==> images/met1.png <==
Scale bar: 50 µm.
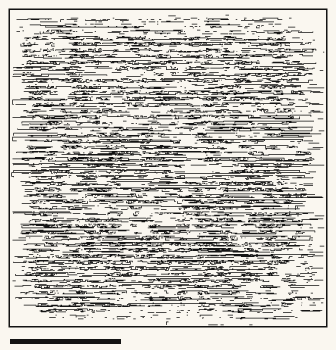
==> images/met2.png <==
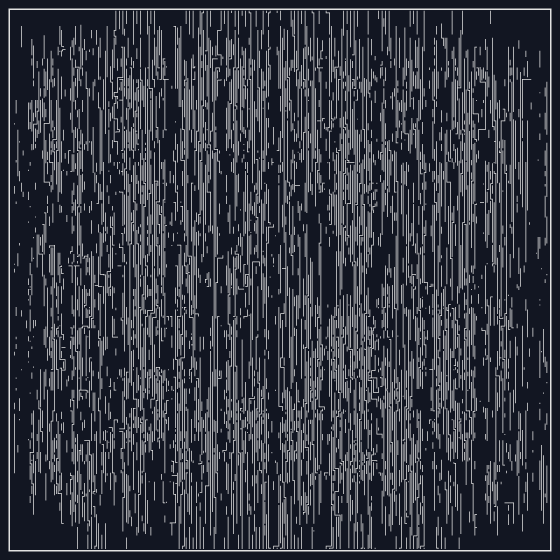
**config.mk**
```make
export PLATFORM = sky130hd
export DESIGN_NAME = dmi_responder
export DESIGN_NICKNAME = d
export VERILOG_FILES = /design/src/rtl/dmi_pkg.sv /design/src/rtl/shadow_reg.sv /design/src/rtl/dmi_responder.sv
export SDC_FILE = /design/constraint.sdc
export NUM_CORES = 1
export LEC_CHECK = 0
export ABC_AREA = 1
export CAP_MARGIN = 5
export CORE_UTILIZATION = 56
export DETAILED_ROUTE_END_ITERATION = 8
export HOLD_SLACK_MARGIN = 0.06
export MAX_ROUTING_LAYER = met4
export PLACE_DENSITY_LB_ADDON = 0.12
export SLEW_MARGIN = 10
export SYNTH_ARGS = -nofsm -noshare
export SYNTH_HDL_FRONTEND = slang
export SYNTH_HIERARCHICAL = 1
export SYNTH_SLANG_ARGS = --single-unit
```
**constraint.sdc**
```tcl
create_clock -name clk -period 4.45 [get_ports clk]
set_clock_uncertainty 0.2 [all_clocks]
set_input_delay 0.445 -clock clk [delete_from_list [all_inputs] [get_ports clk]]
set_output_delay 0.445 -clock clk [all_outputs]
set_load 0.05 [all_outputs]
```
**src/rtl/dmi_pkg.sv**
```systemverilog
// rtl/dmi_pkg.sv - shared types for the DMI responder
package dmi_pkg;

    typedef enum logic [1:0] {
        NOP   = 2'd0,
        READ  = 2'd1,
        WRITE = 2'd2,
        RSVD  = 2'd3
    } dmi_op_e;

    typedef enum logic [1:0] {
        SUCCESS = 2'd0,
        FAILED  = 2'd2
    } dmi_rsp_e;

    typedef enum logic {
        IDLE = 1'b0,
        RESP = 1'b1
    } state_e;

endpackage

```
**src/rtl/shadow_reg.sv**
```systemverilog
// rtl/shadow_reg.sv - single writable data register with synchronous reset
module shadow_reg #(
    parameter int unsigned      Width      = 32,
    parameter logic [Width-1:0] ResetValue = '0
) (
    input  logic             clk,
    input  logic             rst_n,
    input  logic             wr_en,
    input  logic [Width-1:0] wr_data,
    output logic [Width-1:0] shadow_out
);

    always_ff @(posedge clk) begin
        if (!rst_n) begin
            shadow_out <= ResetValue;
        end else if (wr_en) begin
            shadow_out <= wr_data;
        end
    end

endmodule

```
**src/rtl/dmi_responder.sv**
```systemverilog
// rtl/dmi_responder.sv - DMI request/response target for the abstract data registers
module dmi_responder
    import dmi_pkg::*;
#(
    parameter int unsigned AddrWidth = 7,
    parameter int unsigned DataWidth = 32,
    parameter int unsigned NumRegs   = 4,
    parameter int unsigned BaseAddr  = 'h04
) (
    input  logic                           clk,
    input  logic                           rst_n,
    input  logic                           req_valid,
    output logic                           req_ready,
    input  logic [AddrWidth-1:0]           req_addr,
    input  logic [DataWidth-1:0]           req_data,
    input  logic [1:0]                     req_op,
    output logic                           rsp_valid,
    input  logic                           rsp_ready,
    output logic [DataWidth-1:0]           rsp_data,
    output logic [1:0]                     rsp_op,
    input  logic [NumRegs-1:0]             hart_wr_en,
    input  logic [DataWidth-1:0]           hart_wr_data,
    output logic [NumRegs*DataWidth-1:0]   data_out
);

    localparam logic [AddrWidth-1:0] BASE_A = AddrWidth'(BaseAddr);
    localparam logic [AddrWidth:0]   NUM_A  = (AddrWidth+1)'(NumRegs);

    state_e                 state_q, state_next;
    logic                   live_q;
    logic                   accept;
    logic                   dmi_wr;
    logic                   in_range;
    logic [AddrWidth-1:0]   addr_off;
    logic [NumRegs-1:0]     sel;
    logic [DataWidth-1:0]   rd_val;
    logic [DataWidth-1:0]   shadow [NumRegs];
    logic [DataWidth-1:0]   rsp_data_q;
    dmi_rsp_e               rsp_op_q;

    // Offset is only meaningful when req_addr >= BASE, so no wrap can alias a hit.
    assign addr_off = req_addr - BASE_A;
    assign in_range = (req_addr >= BASE_A) && ({1'b0, addr_off} < NUM_A);
    assign accept   = req_valid && req_ready;
    assign dmi_wr   = accept && (dmi_op_e'(req_op) == WRITE);

    for (genvar i = 0; i < NumRegs; i++) begin : g_reg
        logic dmi_hit_wr;

        assign sel[i]     = in_range && (addr_off == AddrWidth'(i));
        assign dmi_hit_wr = dmi_wr && sel[i];

        shadow_reg #(
            .Width      (DataWidth),
            .ResetValue ('0)
        ) u_shadow (
            .clk        (clk),
            .rst_n      (rst_n),
            .wr_en      (dmi_hit_wr || hart_wr_en[i]),
            .wr_data    (dmi_hit_wr ? req_data : hart_wr_data),
            .shadow_out (shadow[i])
        );

        assign data_out[i*DataWidth +: DataWidth] = shadow[i];
    end

    // Read bypass: a hart write landing this cycle is returned instead of the stale value.
    always_comb begin
        rd_val = '0;
        for (int i = 0; i < NumRegs; i++) begin
            if (sel[i]) begin
                rd_val = hart_wr_en[i] ? hart_wr_data : shadow[i];
            end
        end
    end

    always_ff @(posedge clk) begin
        if (!rst_n) begin
            state_q <= IDLE;
            live_q  <= 1'b0;
        end else begin
            state_q <= state_next;
            live_q  <= 1'b1;
        end
    end

    always_comb begin
        state_next = state_q;
        req_ready  = 1'b0;
        rsp_valid  = 1'b0;
        case (state_q)
            IDLE: begin
                req_ready = live_q;
                if (req_valid && live_q) begin
                    state_next = RESP;
                end
            end
            RESP: begin
                rsp_valid = 1'b1;
                if (rsp_ready) begin
                    state_next = IDLE;
                end
            end
            default: state_next = IDLE;
        endcase
    end

    always_ff @(posedge clk) begin
        if (!rst_n) begin
            rsp_data_q <= '0;
            rsp_op_q   <= SUCCESS;
        end else if (accept) begin
            case (dmi_op_e'(req_op))
                NOP: begin
                    rsp_data_q <= '0;
                    rsp_op_q   <= SUCCESS;
                end
                READ: begin
                    rsp_data_q <= in_range ? rd_val : '0;
                    rsp_op_q   <= in_range ? SUCCESS : FAILED;
                end
                WRITE: begin
                    rsp_data_q <= '0;
                    rsp_op_q   <= in_range ? SUCCESS : FAILED;
                end
                default: begin
                    rsp_data_q <= '0;
                    rsp_op_q   <= FAILED;
                end
            endcase
        end else if (rsp_valid && rsp_ready) begin
            rsp_data_q <= '0;
            rsp_op_q   <= SUCCESS;
        end
    end

    assign rsp_data = rsp_data_q;
    assign rsp_op   = rsp_op_q;

endmodule

```
==> out/summary.txt <==
Status = finished, final reports clean
Flip-flops with a built-in enable = 0
Final net count = 2181
RSZ-0062 raised after global routing = no
Setup repair bufs after CTS = 0
CTS H-Tree Depth = 4
DR WL met2 = 16800 µm
Overall die height = 142 µm
Post-Syn Nets = 2031
Syn. warnings = 6
Fin. max-slew vios = 0
Yosys top cell by area = dfxtp_1
Critical Path Fanout Max = 31
M1 WL = 14500 µm
WL met3 = 3980 µm
Core box area = 19000 µm²
Fin. Hold Viols = 0
TritonCTS Buffers = 17
Sequential cell area = 3260 µm²
Sequential share of cell area = 0.239
Placed cell count = 2336
Top cell class by occupied area = logic gates
Startpoint Class = input port
Max frequency = 335 MHz
# hold bufs at CTS = 0
YS chip area = 11000 µm²
Clock sink count = 163
Crit-path most repeated cell = nand2_1
Distinct lib cells = 25
Comb pwr share = 0.242
PD cells = 312 nW/µm²
R2R depth = 9
Residual DRC count = 0
# setup viols final = 0
Top-count cell post-synth = nand2_1
DP HPWL = 23600 µm
GRT Max-Usage Layer = met2
Worst path depth = 15
Peak VDD IR = 0.000298 V
Synth area leaders = dfxtp_1 30%, nand2_1 26%, nor2_1 12%
CP Buf/Inv Count = 5
Clock-pin slew on the worst setup and hold paths = 0.06 ns
Hold depth = 1
Mean area per synthesized cell = 5.63 µm²
Non-Clock Buffer Count = 264
ClkCell Share = 0.0455
DR pass1 iterations = 6
Port bufs = 243
Hold slack final = 0.137 ns
Worst-Margin Slew = 1.24 ns
Rows = 50
Final Instance Count excl. Fillers = 2367
Post-route minimum period = 2.99 ns
Dominant Register Cell = dfxtp_1
Internal power = 2.87 mW
Comb area = 6050 µm²
Logic inverters = 213
Setup crit end kind = register
Number of logic gates = 1436
Signal buffers share of area = 0.190
DR WL/cell = 15.6 µm
Post-CTS Resized = 0
Crit path kind = in -> reg
Drt via density = 5.37
Pin count of the biggest net entering global routing = 105
Post-Synthesis Cells = 1945
FF-to-FF Start = state_q$_SDFF_PN0_
Fill cell count = 1712
Gr usage total = 0.381
Routed Antenna Nets = 0
Initial Util = 0.578
Comb area share = 0.443
DRT iter0 DRCs = 1274
Area delta synth->final = 24.8%
Post-synth seq share = 0.298
Max_slew headroom = 0.174
Crit-path cells = clkdlybuf4s50_1 -> inv_1 -> ha_1 -> nand2_1 -> inv_1 -> nand2_1 -> nor2_4 -> nand2_2 -> inv_2 -> nand2_2 -> buf_4 -> nor2_1 -> nor2_1 -> nand2_1 -> a21oi_1
Clock power share = 0.377
Grt met3 use = 0.0607
TNS Setup = 0 ns
Routability Congestion = 0.965
Max layer used = met4
Reg-to-reg slack, setup = 1.95 ns
LEAKAGE = 7.03 nW
Ports = 245
Max clock buf depth = 2
Yosys cell count = 1945
Commonest Layout Cell = nand2_1
Seq cells = 163
Fraction of layout cells with a size suffix above 1 = 0.0346
OpenROAD warnings = 31
Most frequent cells in the layout = 749 x nand2_1, 337 x nor2_1, 239 x clkdlybuf4s50_1
Initial antenna violation count = 0
Top cell area share = 0.298
CP max stage cell = clkdlybuf4s50_1
Worst R2R End = g_reg[1].u_shadow/shadow_out[16]$_SDFFE_PN0P_
Skew-Pair Late Insertion Delay = 0.43 ns
Sw Pwr = 1.39 mW
CTS tree = built
Sw Ratio = 0.326
HP Start = rst_n
# Taps = 260
Ys async rst share = 0
Synthesized area = 11000 µm²
Clock buffers = 20
Fin crit share = 0.671
GRT Residual Overflow = 0
Die Area = 20100 µm²
Crit path max-delay family = buffers and inverters
Max_cap viols = 0
Critical path arrival = 3.10 ns
Die width = 142 µm
Seq pwr share = 0.381
First-pass GRT wire length = 58200 µm
Critical Path RT = 4.56 ns
ANT cells = 0
Top cells by count, synth = 754 x nand2_1, 337 x nor2_1, 209 x inv_1, 163 x dfxtp_1, 152 x o21ai_0
Hold WC Path Type = in -> reg
Yosys reg bits = 163
Crit path largest cell delay = 0.51 ns
Vias in the first global route = 11300
CTS root buf = clkbuf_16
Hold endpoint = live_q$_DFF_P_
-- met1.png (at the start) --
The layer carries 14500 µm of wire. 1967 nets have wire on it. The longest straight run is 51.1 µm.
met1 usage: 0.469
Vias: 12700
Routed Wire Length: 36900 µm

-- met2.png (at the start) --
The wires run mostly vertical. The longest straight run is 61.2 µm. The layer holds 46% of the routed length. The layer carries 16800 µm of wire.
GR Util met2: 0.615

[flip-flops by register name (all words and copies together), names as in the netlist]
register,count
rsp_op,1
rsp_data,32
live_q,1
g.u_shadow/shadow_out,128
state_q,1
[power groups by stage]
stage	Clock (mW)	Combinational (mW)	Sequential (mW)
final	1.60	1.03	1.62
after global routing	1.67	1.11	1.63
after CTS	1.61	1.02	1.62
after detailed placement	0	1.01	1.65
after global placement	0	0.998	1.65
after floorplan	0	0.411	1.91
[through the flow]
step	worst slack [ns]	cell area [µm²]	power (mW)	utilization
6_report	1.46	13700	4.26	0.721
5_1_grt	1.25	13700	4.42	0.721
4_1_cts	1.49	13700	4.25	0.721
3_5_place_dp	1.06	13000	2.67	0.688
3_3_place_gp	1.17	13000	2.65	0.688
2_1_floorplan	1.98	11000	2.32	-
[worst max-delay path by stage]
stage	start	endpoint	slack [ns]
floorplan	state_q$_SDFF_PN0_	g_reg[3].u_shadow/shadow_out[22]$_SDFFE_PN0P_	1.98
global placement	req_addr[2]	rsp_data[24]$_SDFFE_PN0P_	1.17
detailed placement	req_addr[2]	rsp_data[6]$_SDFFE_PN0P_	1.06
CTS	req_addr[2]	rsp_data[6]$_SDFFE_PN0P_	1.49
global route	req_addr[2]	rsp_data[1]$_SDFFE_PN0P_	1.25
finish	req_addr[2]	rsp_data[6]$_SDFFE_PN0P_	1.46
[cell families after synthesis]
group,after synthesis,synth area share
flops,163,0.298
simple gates,1133,0.398
compound gates,293,0.142
mux,4,0.00366
fa+ha+maj,5,0.00571
buf+inv,346,0.152
other cells,1,0.000342
Power figures rest on the tool's default switching activity, not on a simulated workload.
